===== config.mk =====
export PLATFORM = sky130hd
export DESIGN_NAME = mult_arbiter_flat
export DESIGN_NICKNAME = d
export VERILOG_FILES = /design/src/rtl/mult_arbiter_if.sv /design/src/rtl/mult_arbiter.sv /design/src/flat_wrapper.sv
export SDC_FILE = /design/constraint.sdc
export NUM_CORES = 1
export LEC_CHECK = 0
export CAP_MARGIN = 20
export CELL_PAD_IN_SITES_DETAIL_PLACEMENT = 1
export CELL_PAD_IN_SITES_GLOBAL_PLACEMENT = 1
export CORE_ASPECT_RATIO = 0.9
export CORE_MARGIN = 1
export CORE_UTILIZATION = 28
export DETAILED_ROUTE_END_ITERATION = 16
export MAX_ROUTING_LAYER = met4
export PLACE_DENSITY_LB_ADDON = 0.08
export SLEW_MARGIN = 10
export SYNTH_ARGS = -nofsm -noshare
export SYNTH_HDL_FRONTEND = slang
export SYNTH_SLANG_ARGS = --single-unit

===== constraint.sdc =====
create_clock -name CLK -period 2.1 [get_ports CLK]
set_input_delay 0.63 -clock CLK [delete_from_list [all_inputs] [get_ports CLK]]
set_output_delay 0.63 -clock CLK [all_outputs]
set_load 0.02 [all_outputs]

===== src/rtl/mult_arbiter_if.sv =====
// Signal bundle between two requesters, the shared shift-add multiplier and mult_arbiter.
// req is held until the one-cycle gnt pulse; rsp_valid is a one-cycle pulse with no back-pressure.
interface mult_arbiter_if #(
    parameter int WIDTH = 32
);
    logic               req0;
    logic [WIDTH-1:0]   a0;
    logic [WIDTH-1:0]   b0;
    logic               req1;
    logic [WIDTH-1:0]   a1;
    logic [WIDTH-1:0]   b1;
    logic               gnt0;
    logic               gnt1;
    logic               rsp_valid0;
    logic               rsp_valid1;
    logic [2*WIDTH-1:0] result;
    logic               err;
    logic               busy;
    logic               mul_go;
    logic [WIDTH-1:0]   mul_a;
    logic [WIDTH-1:0]   mul_b;
    logic               mul_done;
    logic [2*WIDTH-1:0] mul_product;
    logic [2:0]         dbg_state;

    modport slave (
        input  req0, a0, b0, req1, a1, b1, mul_done, mul_product,
        output gnt0, gnt1, rsp_valid0, rsp_valid1, result, err, busy,
               mul_go, mul_a, mul_b, dbg_state
    );

    modport master (
        output req0, a0, b0, req1, a1, b1, mul_done, mul_product,
        input  gnt0, gnt1, rsp_valid0, rsp_valid1, result, err, busy,
               mul_go, mul_a, mul_b, dbg_state
    );
endinterface


===== src/rtl/mult_arbiter.sv =====
// Round-robin sharing of one iterative multiplier between two requesters,
// with a watchdog that aborts a multiply that never signals done.
module mult_arbiter #(
    parameter int WIDTH      = 32,
    parameter int MAX_CYCLES = 40
) (
    input  logic          CLK,
    input  logic          reset,
    mult_arbiter_if.slave bus
);
    localparam int CNT_W = $clog2(MAX_CYCLES);
    localparam logic [CNT_W-1:0] CNT_MAX = CNT_W'(MAX_CYCLES - 1);

    typedef enum logic [2:0] {
        S_IDLE  = 3'd0,
        S_START = 3'd1,
        S_WAIT  = 3'd2,
        S_RESP  = 3'd3,
        S_ERR   = 3'd4
    } state_e;

    state_e             state_q;
    logic               owner_q;
    logic               last_q;
    logic               owner_d;
    logic [CNT_W-1:0]   count_q;
    logic [WIDTH-1:0]   mul_a_q;
    logic [WIDTH-1:0]   mul_b_q;
    logic [2*WIDTH-1:0] result_q;
    logic               gnt0_q;
    logic               gnt1_q;
    logic               rsp0_q;
    logic               rsp1_q;
    logic               err_q;
    logic               busy_q;
    logic               go_q;

    // On a tie the requester not served last wins.
    always_comb begin
        owner_d = 1'b0;
        if (bus.req0 && bus.req1) begin
            owner_d = ~last_q;
        end else if (bus.req1) begin
            owner_d = 1'b1;
        end
    end

    always_ff @(posedge CLK) begin
        if (!reset) begin
            state_q  <= S_IDLE;
            owner_q  <= 1'b0;
            last_q   <= 1'b1;
            count_q  <= '0;
            mul_a_q  <= '0;
            mul_b_q  <= '0;
            result_q <= '0;
            gnt0_q   <= 1'b0;
            gnt1_q   <= 1'b0;
            rsp0_q   <= 1'b0;
            rsp1_q   <= 1'b0;
            err_q    <= 1'b0;
            busy_q   <= 1'b0;
            go_q     <= 1'b0;
        end else begin
            gnt0_q <= 1'b0;
            gnt1_q <= 1'b0;
            rsp0_q <= 1'b0;
            rsp1_q <= 1'b0;
            err_q  <= 1'b0;
            go_q   <= 1'b0;
            case (state_q)
                S_IDLE: begin
                    if (bus.req0 || bus.req1) begin
                        owner_q <= owner_d;
                        mul_a_q <= owner_d ? bus.a1 : bus.a0;
                        mul_b_q <= owner_d ? bus.b1 : bus.b0;
                        gnt0_q  <= ~owner_d;
                        gnt1_q  <= owner_d;
                        go_q    <= 1'b1;
                        busy_q  <= 1'b1;
                        state_q <= S_START;
                    end
                end
                S_START: begin
                    count_q <= '0;
                    state_q <= S_WAIT;
                end
                S_WAIT: begin
                    // A done arriving on the last allowed cycle still counts as success.
                    if (bus.mul_done) begin
                        result_q <= bus.mul_product;
                        rsp0_q   <= ~owner_q;
                        rsp1_q   <= owner_q;
                        state_q  <= S_RESP;
                    end else if (count_q == CNT_MAX) begin
                        result_q <= '0;
                        rsp0_q   <= ~owner_q;
                        rsp1_q   <= owner_q;
                        err_q    <= 1'b1;
                        state_q  <= S_ERR;
                    end else begin
                        count_q <= count_q + 1'b1;
                    end
                end
                S_RESP, S_ERR: begin
                    last_q  <= owner_q;
                    busy_q  <= 1'b0;
                    state_q <= S_IDLE;
                end
                default: begin
                    busy_q  <= 1'b0;
                    state_q <= S_IDLE;
                end
            endcase
        end
    end

    assign bus.gnt0       = gnt0_q;
    assign bus.gnt1       = gnt1_q;
    assign bus.rsp_valid0 = rsp0_q;
    assign bus.rsp_valid1 = rsp1_q;
    assign bus.result     = result_q;
    assign bus.err        = err_q;
    assign bus.busy       = busy_q;
    assign bus.mul_go     = go_q;
    assign bus.mul_a      = mul_a_q;
    assign bus.mul_b      = mul_b_q;
    assign bus.dbg_state  = state_q;
endmodule

===== src/flat_wrapper.sv =====
// flat-port wrapper written by rule: the top's interface ports become plain ports
module mult_arbiter_flat 
#(
    parameter int WIDTH      = 32,
    parameter int MAX_CYCLES = 40
)
  (CLK, reset, bus_req0, bus_a0, bus_b0, bus_req1, bus_a1, bus_b1, bus_mul_done, bus_mul_product, bus_gnt0, bus_gnt1, bus_rsp_valid0, bus_rsp_valid1, bus_result, bus_err, bus_busy, bus_mul_go, bus_mul_a, bus_mul_b, bus_dbg_state);
  mult_arbiter_if #(.WIDTH(WIDTH)) bus_i ();
  input  logic CLK;
  input  logic reset;
  input wire logic [$bits(bus_i.req0)-1:0] bus_req0;
  input wire logic [$bits(bus_i.a0)-1:0] bus_a0;
  input wire logic [$bits(bus_i.b0)-1:0] bus_b0;
  input wire logic [$bits(bus_i.req1)-1:0] bus_req1;
  input wire logic [$bits(bus_i.a1)-1:0] bus_a1;
  input wire logic [$bits(bus_i.b1)-1:0] bus_b1;
  input wire logic [$bits(bus_i.mul_done)-1:0] bus_mul_done;
  input wire logic [$bits(bus_i.mul_product)-1:0] bus_mul_product;
  output wire logic [$bits(bus_i.gnt0)-1:0] bus_gnt0;
  output wire logic [$bits(bus_i.gnt1)-1:0] bus_gnt1;
  output wire logic [$bits(bus_i.rsp_valid0)-1:0] bus_rsp_valid0;
  output wire logic [$bits(bus_i.rsp_valid1)-1:0] bus_rsp_valid1;
  output wire logic [$bits(bus_i.result)-1:0] bus_result;
  output wire logic [$bits(bus_i.err)-1:0] bus_err;
  output wire logic [$bits(bus_i.busy)-1:0] bus_busy;
  output wire logic [$bits(bus_i.mul_go)-1:0] bus_mul_go;
  output wire logic [$bits(bus_i.mul_a)-1:0] bus_mul_a;
  output wire logic [$bits(bus_i.mul_b)-1:0] bus_mul_b;
  output wire logic [$bits(bus_i.dbg_state)-1:0] bus_dbg_state;
  assign bus_i.req0 = bus_req0;
  assign bus_i.a0 = bus_a0;
  assign bus_i.b0 = bus_b0;
  assign bus_i.req1 = bus_req1;
  assign bus_i.a1 = bus_a1;
  assign bus_i.b1 = bus_b1;
  assign bus_i.mul_done = bus_mul_done;
  assign bus_i.mul_product = bus_mul_product;
  assign bus_gnt0 = bus_i.gnt0;
  assign bus_gnt1 = bus_i.gnt1;
  assign bus_rsp_valid0 = bus_i.rsp_valid0;
  assign bus_rsp_valid1 = bus_i.rsp_valid1;
  assign bus_result = bus_i.result;
  assign bus_err = bus_i.err;
  assign bus_busy = bus_i.busy;
  assign bus_mul_go = bus_i.mul_go;
  assign bus_mul_a = bus_i.mul_a;
  assign bus_mul_b = bus_i.mul_b;
  assign bus_dbg_state = bus_i.dbg_state;
  mult_arbiter #(.WIDTH(WIDTH), .MAX_CYCLES(MAX_CYCLES)) u_core (.CLK(CLK), .reset(reset), .bus(bus_i));
endmodule

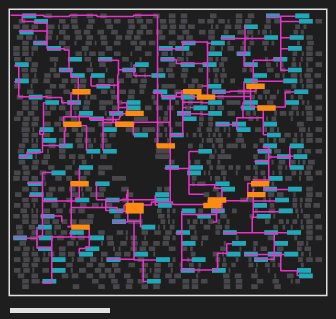
**Above:** clock network drawn from the DEF.
Scale bar: 50 um.
Key: clock-net drivers = orange [count 17]; clock wires = magenta [length 2,120 um]; flip-flops = cyan [count 146]
Position of the flops: spread over the die. There are 18 routed clock nets.

==> impl_metrics.ini <==
; yosys + openroad results
[sta]
rsz0062_at_grt = no
slew_headroom_pct = 66.3
finalCritPeriodShare_pct = 97.6
setup_ws_ps = 51.1
finalMaxSlewViolations = 0
max_freq_ghz = 0.488
worst_slew_pin_slew_ps = 500
hold_viol_final = 0

[routing]
vias_per_cell = 4.74
drc_errors = 0
wirelength_um = 21700
first_pass_iters = 4
maxUsedRoutingLayer = met4
wl_per_cell_um = 16.9

[clock_network]
h-tree-depth = 4
cts_tree = yes
cts_made_buffers = 17
clockBufferDepth = 2
cts.sinks = 146
post_cts_buffers = 0
post_cts_resized = 2
hold_buffers = 0
clkTransAtPathRegs_ps = 60

[logic_synthesis]
synth_seq_share_pct = 47.2
ys_top_logic_family = AND-OR/OR-AND gates
ys_sh_xor_pct = 0.425
top_area_cell = dfxtp_1
mux_area_share_pct = 10.7
top_cells_by_area = dfxtp_1 47%, mux2i_1 11%, o211a_1 10%
synth-seq-cells = 146
ys_area_um2 = 6190
yosys.cell_types.count = 42
top_area_share_pct = 47.2
synthCells = 653
fa_ha_area_share_pct = 0.202

[worst_hold_path]
min_path_cells = 2
hold-path-endpoint = u_core.bus.result[24]
hp-class = reg -> reg

[global_route]
antenna_found_initial = 0
grt_pass1_vias = 6313
grt_max_degree = 81
grtUsageTotal_pct = 19.3

[finish]
nClkBuffers = 18
final-comb-area_um2 = 3020
regArea_um2 = 2920
area_growth_pct = 72.1
layout_top_cells = 327 x clkdlybuf4s50_1, 146 x dfxtp_1, 132 x nand2_1
clockNetworkAreaShare_pct = 5.18
nNetsFinal = 1178
comb_share_pct = 28.3
flops = 146

[setup_path]
crit_type = reg -> out
path_cells = clkdlybuf4s50_1
reg2reg_from = u_core.count_q[0]
timing.rr.end = u_core.bus.result[51]
startpoint_type = flip-flop
slowest_stage = clkdlybuf4s50_1
cp_num_buf_inv = 1
cp.required_ps = 1470
critical-path-top-delay-family = buffers and inverters
cpPeakStageDelay_ps = 660

[run]
openroad.warnings = 26

[floorplanning]
fp-utilization_pct = 28.6
die_area_um2 = 22700
dieHeight_um = 143

[placement]
post-dp-hpwl_um = 16500
placed_area_um2 = 10100

[status]
status = finished, final reports clean
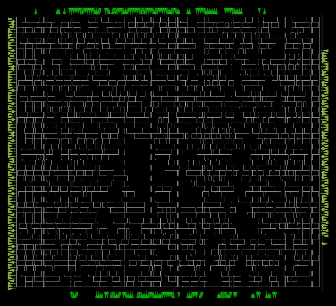
**Above:** cell placement.
Filler cells: 2,385
Core Area: 21,600 um^2

==> state kept, by name, indices dropped and copies added (netlist names), 3 cells and up <==
| signal | cells |
|---|---|
| u_core.bus.result | 64 |
| u_core.bus.mul_b | 32 |
| u_core.count_q | 6 |
| u_core.bus.dbg_state | 3 |
| u_core.bus.mul_a | 32 |
==> power by group <==
part	internal (W)	switching, W	total, W
clock	0.00155	0.00132	0.00287
combinational	0.00106	0.000896	0.00196
sequential	0.00299	0.000121	0.00311
==> through the flow <==
step | total power (W) | hold WS, ps
after floorplan | 0.00402 | 438
after global placement | 0.00510 | 458
after detailed placement | 0.00515 | 476
after CTS | 0.00806 | 481
after global routing | 0.00832 | 484
final | 0.00794 | 483
==> tightest hold or removal path, cell delays in order (launching register included) <==
cell,delay [ps]
dfxtp_1,310
o21ai_0,60
a21boi_0,70
Power is estimated from default activity; no workload was simulated.
